==> run_1/registers.png <==
(3 px per um) Other sequential cells in the stronger gray, the rest of the logic in the fainter gray.
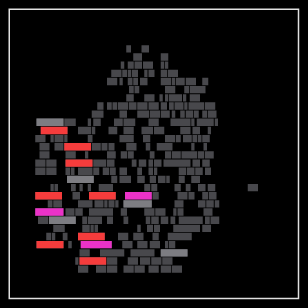
==> run_1/gate_families.png <==
(4 px per um)
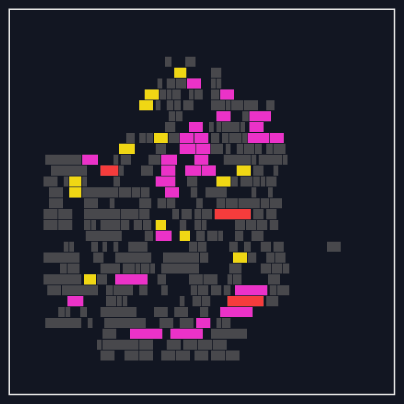
==> run_1/port_nets.png <==
(4 px per um)
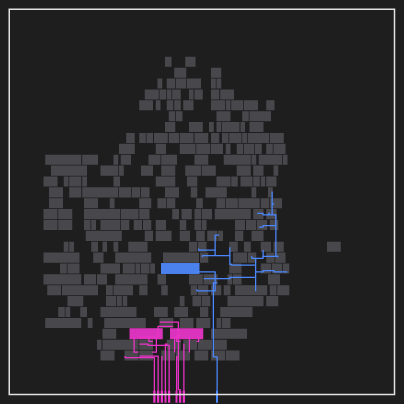
File: src/rtl/mux8_arbiter.sv
// mux8_arbiter: round-robin arbiter driving a registered mux8 select; optional hold limit via MUX8_ARB_HOLD_LIMIT_EN
module mux8_arbiter #(
  parameter int MAX_HOLD = 4
) (
  input  logic       clk,
  input  logic       rst,
  input  logic [7:0] req,
  input  logic [7:0] d,
  output logic [7:0] gnt,
  output logic [2:0] s,
  output logic       valid,
  output logic       y
);
  typedef enum logic {IDLE, GRANT} state_t;
  state_t     state_q, state_d;
  logic [7:0] gnt_q, gnt_d;
  logic [2:0] s_q, s_d, ptr_q, ptr_d;
  logic       valid_q, valid_d, y_q, y_d;
  logic [7:0] others;
  logic [2:0] start, pick, idx;
  logic       found, hold_expired, rearb;
`ifdef MUX8_ARB_HOLD_LIMIT_EN
  localparam int CW = $clog2(MAX_HOLD + 1);
  logic [CW-1:0] cnt_q, cnt_d;
  assign hold_expired = (state_q == GRANT) && (cnt_q == CW'(MAX_HOLD - 1));
`else
  assign hold_expired = 1'b0;
`endif
  // The current owner is excluded so re-arbitration always moves on; in IDLE gnt_q is zero
  assign others = req & ~gnt_q;
  assign start  = (state_q == IDLE) ? ptr_q : s_q + 3'd1;
  assign rearb  = (state_q == IDLE) || !req[s_q] || (hold_expired && |others);
  // Round-robin search: scanning from the far end lets the nearest set bit win
  always_comb begin
    found = 1'b0;
    pick  = start;
    idx   = start;
    for (int i = 7; i >= 0; i--) begin
      idx = start + 3'(i);
      if (others[idx]) begin
        found = 1'b1;
        pick  = idx;
      end
    end
  end
  // Next-state: hold the owner, hand over without a bubble, or fall back to IDLE
  always_comb begin
    state_d = state_q;
    gnt_d   = gnt_q;
    s_d     = s_q;
    valid_d = valid_q;
    ptr_d   = ptr_q;
    y_d     = valid_q & d[s_q];
    if (rearb) begin
      state_d = found ? GRANT : IDLE;
      gnt_d   = found ? 8'b1 << pick : 8'h00;
      s_d     = found ? pick : 3'd0;
      valid_d = found;
      ptr_d   = found ? pick + 3'd1 : ptr_q;
    end
  end
`ifdef MUX8_ARB_HOLD_LIMIT_EN
  // Consecutive-cycle count for the current owner, saturating when nobody else waits
  always_comb begin
    cnt_d = (rearb || state_d == IDLE) ? '0 : (hold_expired ? cnt_q : cnt_q + 1'b1);
  end
  // Hold counter register
  always_ff @(posedge clk or posedge rst) begin
    if (rst) cnt_q <= '0;
    else     cnt_q <= cnt_d;
  end
`endif
  // State and output registers
  always_ff @(posedge clk or posedge rst) begin
    if (rst) begin
      state_q <= IDLE;
      gnt_q   <= 8'h00;
      s_q     <= 3'd0;
      valid_q <= 1'b0;
      ptr_q   <= 3'd0;
      y_q     <= 1'b0;
    end else begin
      state_q <= state_d;
      gnt_q   <= gnt_d;
      s_q     <= s_d;
      valid_q <= valid_d;
      ptr_q   <= ptr_d;
      y_q     <= y_d;
    end
  end
  assign gnt   = gnt_q;
  assign s     = s_q;
  assign valid = valid_q;
  assign y     = y_q;
endmodule
File: config.mk
export PLATFORM = sky130hd
export DESIGN_NAME = mux8_arbiter
export DESIGN_NICKNAME = d
export VERILOG_FILES = /design/src/rtl/mux8_arbiter.sv
export SDC_FILE = /design/constraint.sdc
export NUM_CORES = 1
export LEC_CHECK = 0
export CORE_MARGIN = 8
export CORE_UTILIZATION = 30
export DETAILED_ROUTE_END_ITERATION = 8
export SLEW_MARGIN = 40
export SYNTH_ARGS = -nofsm -noshare
export SYNTH_HDL_FRONTEND = slang
export SYNTH_SLANG_ARGS = --single-unit
File: constraint.sdc
create_clock -name clk -period 4.34 [get_ports clk]
set_clock_uncertainty 0.2 [all_clocks]
set_input_delay 0.434 -clock clk [delete_from_list [all_inputs] [get_ports clk]]
set_output_delay 0.434 -clock clk [all_outputs]
set_load 0.05 [all_outputs]
==> metrics.cfg, run 1 <==
[synthesis]
edf_count=0
syn_nets=248
synth_cell_types=64
top_cells_by_area=dfrtp_1 21%, mux2i_1 7.3%, a211oi_1 5.5%, mux4_2 4.7%, mux2_2 4.1%

[critical_path]
r2r_slack_ns=0.25
path_class=register to register
r2r-start=state_q

[routing]
wl_um=6260
wl_met1_um=2840
vias=1952
route.met2.wl_um=3010

[status]
status=finished, final reports clean

[layout]
nets=281
drive_gt1_share_pct=18.5

[final_timing]
final_max_slew_viol_count=0

[grt]
gr-usage-met2_pct=24.3

[place]
dp_cells=332

[worst_hold_path]
whs_endpoint=gnt[5]

-- registers.png (at the start) --
name in the netlist	color	sequential cells
gnt	red	8
s	magenta	3
not colored	5

-- gate_families.png (at the start) --
family	color	cells
adder and majority cells	red	3
multiplexers	magenta	28
AND-OR and OR-AND gates	yellow	13

-- port_nets.png (at the start) --
port	color	direction	edge	end cells	buffers	wire
valid	blue	output	south	1	1	138 um
d	magenta	input	south	2	8	150 um
# IOs: 31
port bufs: 30

## run 1: logic make-up after synthesis
| logic type | count (synthesis) | synth area share, % |
|---|---|---|
| adder cells (fa/ha/maj) | 3 | 1.96 |
| XOR/XNOR | 6 | 3.14 |
| flip-flops | 16 | 20.9 |
| multiplexers | 28 | 18.8 |
| AND-OR/OR-AND | 77 | 29.1 |
| buffers and inverters | 20 | 4.83 |
| AND/OR/NAND/NOR | 77 | 21.3 |
## run 1: final cells by class
type / count / area (um2) / area share [%]
Sequential cell: 16 / 407 / 16.7
Tap cell: 77 / 96.3 / 3.95
Inverter: 10 / 40.0 / 1.64
Clock buffer: 4 / 55.1 / 2.26
Multi-Input combinational cell: 191 / 1480 / 60.7
Timing Repair Buffer: 38 / 360 / 14.8
==> run_1/metal_stack.png <==
(4 px per um)
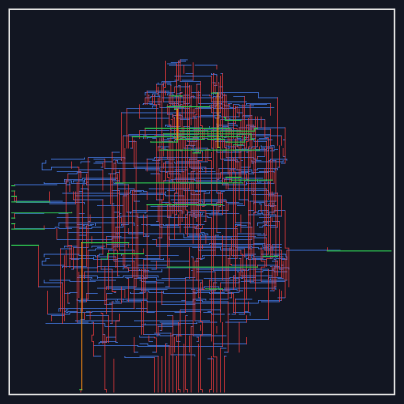

--- run 2 (diff from run 1) ---
RECOVER_POWER = 25   (was not set)
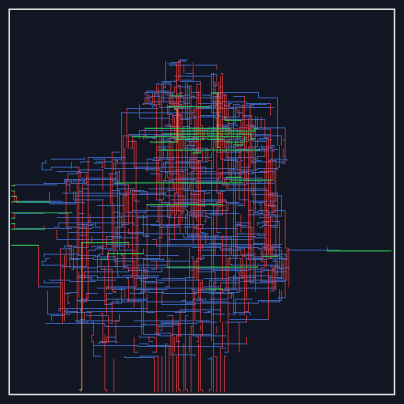
(run_2/metal_stack.png)
(4 px per um)
layer	color	wire length
met3	green	344 um
met4	orange	57.8 um
met2	red	3010 um
met1	blue	2840 um

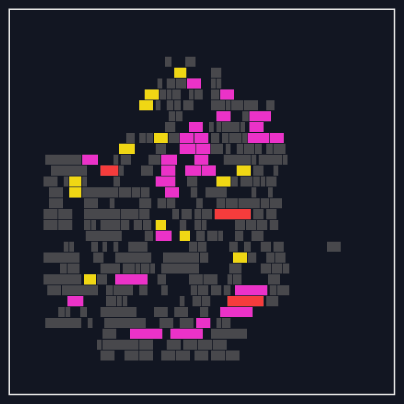
(run_2/gate_families.png)
(4 px per um)
family	color	cells
AND-OR and OR-AND gates	yellow	13
multiplexers	magenta	28
adder and majority cells	red	3
most instantiated logic cell after routing: clkdlybuf4s50_1
combinational share of cell area: 60.7%
fin cells: 336

==> metrics.cfg, run 2 <==
[synthesis]
xor_area_share_pct=3.14  ; unchanged
top_cells_by_area=dfrtp_1 21%, mux2i_1 7.3%, a211oi_1 5.5%, mux4_2 4.7%, mux2_2 4.1%
synth.area.mux_share_pct=18.8  ; unchanged
logic_family=AND-OR/OR-AND gates
simple_gate_share_pct=21.3  ; unchanged
ys_sh_adder_pct=1.96  ; unchanged

[floorplanning]
nWellTaps=77  ; unchanged

[layout]
clkbuf_count=4  ; unchanged
bufAreaShareNonClock_pct=14.8  ; unchanged
drive_gt1_share_pct=18.5  ; unchanged
buffers=38  ; unchanged
comb_cells=191  ; unchanged
seq_area_share_pct=16.7  ; unchanged
dominant_cells=combinational gates

[status]
status=finished, final reports clean

[critical_path]
r2r_slack_ns=0.25  ; about the same
path_class=register to register

[routing]
route.met2.wl_um=3010  ; unchanged

[grt]
gr-usage-met2_pct=24.3  ; unchanged

## run 2: metrics by stage
step | instance area [um2] | worst slack (ns) | hold WS [ns]
floorplan | 1990 | 0.00439 | 0.148
global placement | 2380 | 0.350 | 0.335
detailed placement | 2380 | 0.290 | 0.340
CTS | 2440 | 0.268 | 0.358
global route | 2440 | 0.00263 | 0.401
finish | 2440 | 0.253 | 0.350
## run 2: logic make-up (layout without fill, tap and decap cells)
family | Yosys count | after routing
DFF | 16 | 16
buffers and inverters | 20 | 52
adders and majority gates | 3 | 3
muxes | 28 | 28
AOI/OAI and AO/OA | 77 | 77
and+or+nand+nor | 77 | 77
xor gates and xnor gates | 6 | 6
==> run_2/registers.png <==
(3 px per um) Other sequential cells in the stronger gray, the rest of the logic in the fainter gray.
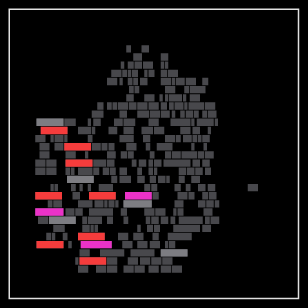

--- run 3 (diff from run 2) ---
PLACE_DENSITY_LB_ADDON = 0.15   (was not set)
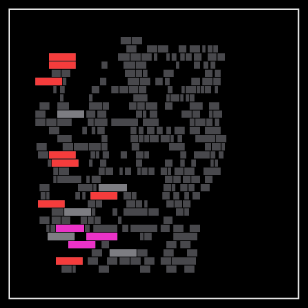
(run_3/registers.png)
(3 px per um) Other sequential cells in the stronger gray, the rest of the logic in the fainter gray.
name in the netlist	color	sequential cells
gnt	red	8
s	magenta	3
Seq area share: 16.5%
Register Area: 407 um2
Final Core Density: 39.3%

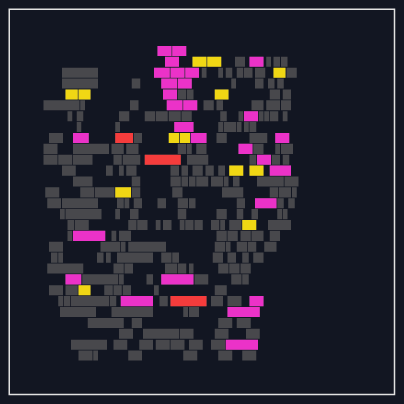
(run_3/gate_families.png)
(4 px per um)
family	color	cells
AND-OR and OR-AND gates	yellow	13
multiplexers	magenta	28
adder and majority cells	red	3

==> metrics.cfg, run 3 <==
[critical_path]
path_class=register to register
r2r_slack_ns=0.24  ; about the same

[status]
status=finished, final reports clean

[final_timing]
hold_slack_ns=0.319  ; -0.0318 ns
layout_setup_ws_ns=0.241  ; -0.0117 ns

[layout]
drive_gt1_share_pct=19.8  ; +1.2 points
final_common_cell=clkdlybuf4s50_1
comb_cells=191  ; unchanged
bufAreaShareNonClock_pct=15.8  ; +1.0 points
dominant_cells=combinational gates
buffers=42  ; +11%
sh_comb_area_pct=60.0  ; -0.74 points

[grt]
gr-usage-met2_pct=27.0  ; +2.7 points

[routing]
route.met2.wl_um=3310  ; +10%

[synthesis]
ys_sh_adder_pct=1.96  ; unchanged
simple_gate_share_pct=21.3  ; unchanged
top_cells_by_area=dfrtp_1 21%, mux2i_1 7.3%, a211oi_1 5.5%, mux4_2 4.7%, mux2_2 4.1%
synth.area.mux_share_pct=18.8  ; unchanged
logic_family=AND-OR/OR-AND gates

[place]
placed_area_um2=2410  ; +1.3%
dp_slack_ns=0.339  ; +0.0488 ns

[floorplanning]
nWellTaps=77  ; unchanged

==> run 3: cell types whose count changed in the layout (fill, tap and decap cells not counted) <==
cell and delta:
buf_4 +4
==> run 3: how the worst max path moves through the flow <==
stage | startpoint | to | slack, ns | cells past startpoint
2_1_floorplan | s[1] | ptr_q[2] | 0.004 | 15
3_3_place_gp | state_q | ptr_q[2] | 0.34 | 13
3_5_place_dp | state_q | ptr_q[2] | 0.34 | 13
4_1_cts | state_q | ptr_q[2] | 0.32 | 13
5_1_grt | state_q | ptr_q[2] | 0.03 | 14
6_report | state_q | ptr_q[2] | 0.24 | 13
